Design banco_registradores_flat, sky130hd; sources not shown.
**Metal 3**

The bar under the picture is 100 um long.
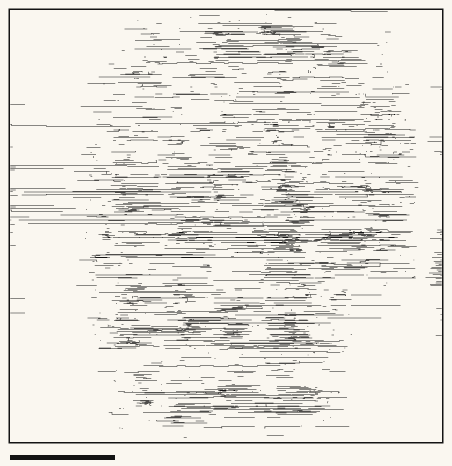
share of all routed wire: 11%
wire length on this layer: 26.9 mm
nets with wire on the layer: 784
Detailed Route WL: 245000 um
routed vias: 48600
met3 Use GR: 0.0871

**Cell outlines without signal wires**

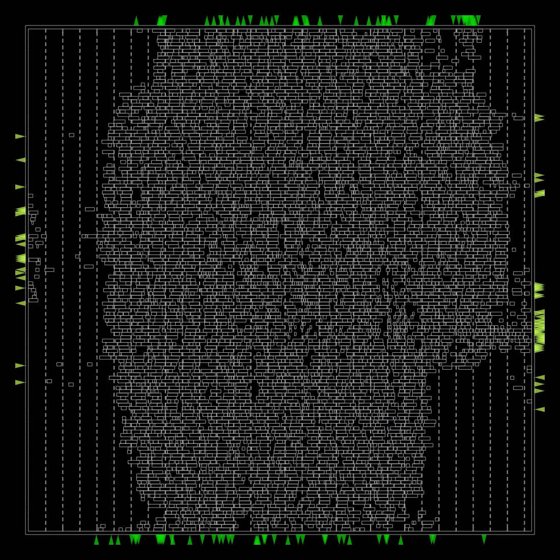
Seq/total area: 0.328
Core Region: 165000 sq um
tap cells: 2189

**Sequential cells grouped by signal name**

The bar under the picture is 100 um long.
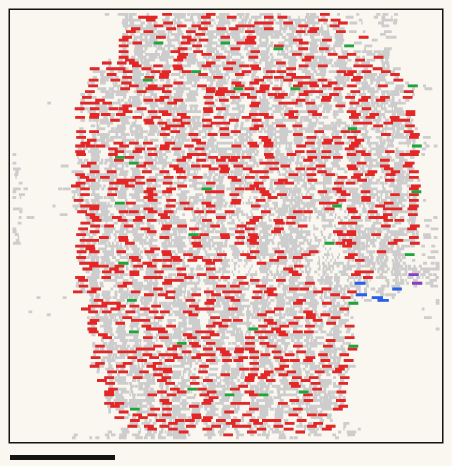
| colour | netlist name | flops |
|---|---|---|
| blue | u_core.u_dump.dump_idx | 5 |
| green | u_core.u_dump.dump_data | 32 |
| purple | u_core.u_dump.state | 2 |
| red | u_core.regs | 1024 |
Seq power: 24800 uW
sequential cell area: 26600 sq um
Finished Core Util: 0.493

**Local utilization**

The die is cut into 21 by 21 equal tiles; white is low, dark blue is high, 0 to 100% covered.
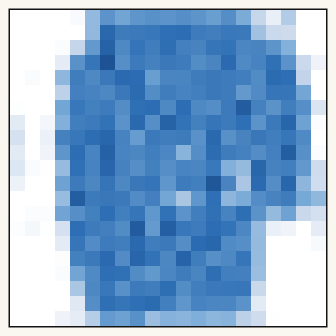
tiles over 75% full: 8.8%
nearly empty tiles: 21%
mean over tiles: 47%
fullest tile: 86%
Core Util at FP: 0.392

==> deck_impl_summary.md <==
Implementation Results

CTS
  • Clk sinks: about 1100
  • CTS resizes: approximately 330
  • CTS tree: built
  • Latency at later pin: approximately 1.3 ns
  • CTS clk-pin slew, worst paths: about 0.07 ns
  • H-tree Lvls: 5
  • Inserted Clock Buffers: 306
  • CTS Root Buffer Type: clkbuf_4
  • # Post-CTS Setup Buffers: approximately 120
  • Number of buffers on the longest clock path: 4
  • CTS Hold Bufs: 35

Power and ir drop
  • Switching Share: 0.362
  • Clock Power Share: 0.220
  • Pleak: roughly 0.035 uW
  • Combinational share of power: 0.452
  • Flop pwr share: 0.328
  • Sw power: ~27000 uW
  • Clk pwr: between 15000 and 20000 uW
  • Power Dens Cells: just over 900 nW/um^2
  • P_int: between 40000 and 50000 uW
  • Peak VDD IR: between 800 and 900 uV
  • Max power group: combinational cells
  • Comb. pwr: about 34000 uW

Synth
  • Dominant flop cell: dfrtp_1
  • # Cells Yosys: approximately 4400
  • Top cells by count, synth: dfrtp_1, mux2_2, mux4_2
  • Dominant comb cell: multiplexers
  • Yosys top cell by area: dfrtp_1
  • Biggest area cells: dfrtp_1, mux4_2, mux2_2
  • Yosys warning tally: 0
  • Yosys top cell by instances: dfrtp_1
  • Adder share: 0.000582
  • Mean Syn Cell Area: 14.8 sq um
  • Synthesized cell area: ~65000 sq um
  • XOR Share, Synth: 0.00244
  • Cells after Synth: 4372
  • EDFF count, synth: 0
  • Area share, top type: 0.407
  • Simple-Gate Area Share: 0.0296
  • Mux cell area share after synthesis: 0.475
  • Synth unique cells: between 50 and 60
  • Yosys chip area: 64500 sq um
  • Seq cells post-synth: 1063
  • Seq share, synth: 0.412
  • Asr flop ratio synth: 1.00
  • Ao+oa area frac: 0.0433

Finish
  • Most used logic cell in the final layout: dfrtp_1
  • Layout fillers: 14000
  • Buffering overhead: 0.138
  • Area Growth Syn to Fin: 25.8%
  • Inverters excl. clock: 18
  • Largest register FFs: approximately 1000
  • Multi-input combinational area share: 0.454
  • Leading cell kind: logic gates
  • Antenna diodes: 5
  • Commonest non-fill, non-tap cells in the layout: dfrtp_1, mux2_2, mux4_2
  • Number of clock buffers in the layout: between 400 and 500
  • Count of plain and timing-repair buffers in the layout: between 1000 and 1500
  • Flop count: roughly 1100
  • Layout cells sized above 1: 0.626
  • NumNets Final: 5240
  • #MultiIn Comb: ~2800
  • Multi-input logic area: approximately 37000 sq um
  • Clock-cell share: 0.0447

Detailed routing
  • ANT nets after route: 0
  • Routed vias/inst: approximately 6.4
  • DRC errors left: 0
  • WL per Instance: around 32 um
  • Router iterations before antenna repair: 8
  • Number of DRC markers in iteration 0: roughly 5400

Critical path
  • Req. time, crit path: 2.17 ns
  • R2R depth: 8
  • Worst-path cell chain: buf_4 -> mux4_2 -> mux4_2 -> a32oi_4 -> o21ai_4 -> buf_12
  • Slowest CP cell: mux4_2
  • Critical path arrival: between 3 and 4 ns
  • Most used cell, CP: mux4_2
  • Crit end category: output port
  • Worst setup path class: reg -> out
  • Crit path max fanout: 3
  • Critical Path Max Stage Delay: 0.53 ns
  • CP Launch Type: flop
  • Flop2flop setup slack: -0.71 ns

Run
  • Max Cap Viol: 0
  • Tool Warnings: 31

Global route
  • GR Overflow Total: 0
  • First-pass GRT wire length: ~350000 um
  • Initial antenna violation count: 4
  • Largest net degree at the start of global routing: roughly 110
  • All-Layer GR Usage: 0.290
  • Number of global-route vias before repair: around 50000

Run status
  • Failing checks: negative setup slack
  • Status: complete, but fails checks

Timing
  • Actual slew at the worst max-slew pin: approximately 1.4 ns
  • Hold Worst Slack: just over 0.07 ns
  • # setup viols final: roughly 620
  • Final Hold Vio Count: 0
  • Final min period: between 3 and 4 ns
  • Max Slew Vio Count: 0
  • RSZ-0062 raised after global routing: yes
  • Post-route setup slack: -1.23 ns
  • Fmax: ~270 MHz
  • Relative slew slack: 0.0822
  • Setup Skew: approximately 0.087 ns
  • Final period utilization: 1.51

Place
  • Input/output buffers: 154
  • Place WS: -0.937 ns
  • Hpwl dp: 157000 um

Worst hold path
  • Hold Crit Class: in -> reg
  • Worst hold stages: 3

Die
  • Die X: 411 um
  • I/O pin count: 155
  • Die Size: around 170000 sq um
  • Row Count: between 100 and 150
  • Die Ht: about 410 um
## critical path, delay by kind of cell (launching register included)
family | cells | cell delay (ns)
muxes | 2 | 0.99
DFF | 1 | 0.40
AOI/OAI and AO/OA | 2 | 0.39
buffers and inverters | 2 | 0.33
## stage by stage
stage          setup TNS, ns  instances  cell area, sq um  power (uW)
2_1_floorplan        -631.75       3851             62200       40200
3_3_place_gp         -106.24       6884             75200       54800
5_1_grt              -267.25       7585             81200       78700
6_report             -188.60       7588             81200       75700
4_1_cts               -77.84       7546             81600       75400
3_5_place_dp         -113.07       6884             75200       55400
## layer usage
metal  GRT usage  vias to the layer above  wire length, um
met5           0                        -                0
met4       0.158                        0            15100
met2       0.439                     3019           111000
met1       0.374                    25700            92000
met3      0.0871                      759            26900
li1            -                    19200                -
Power figures rest on the tool's default switching activity, not on a simulated workload.
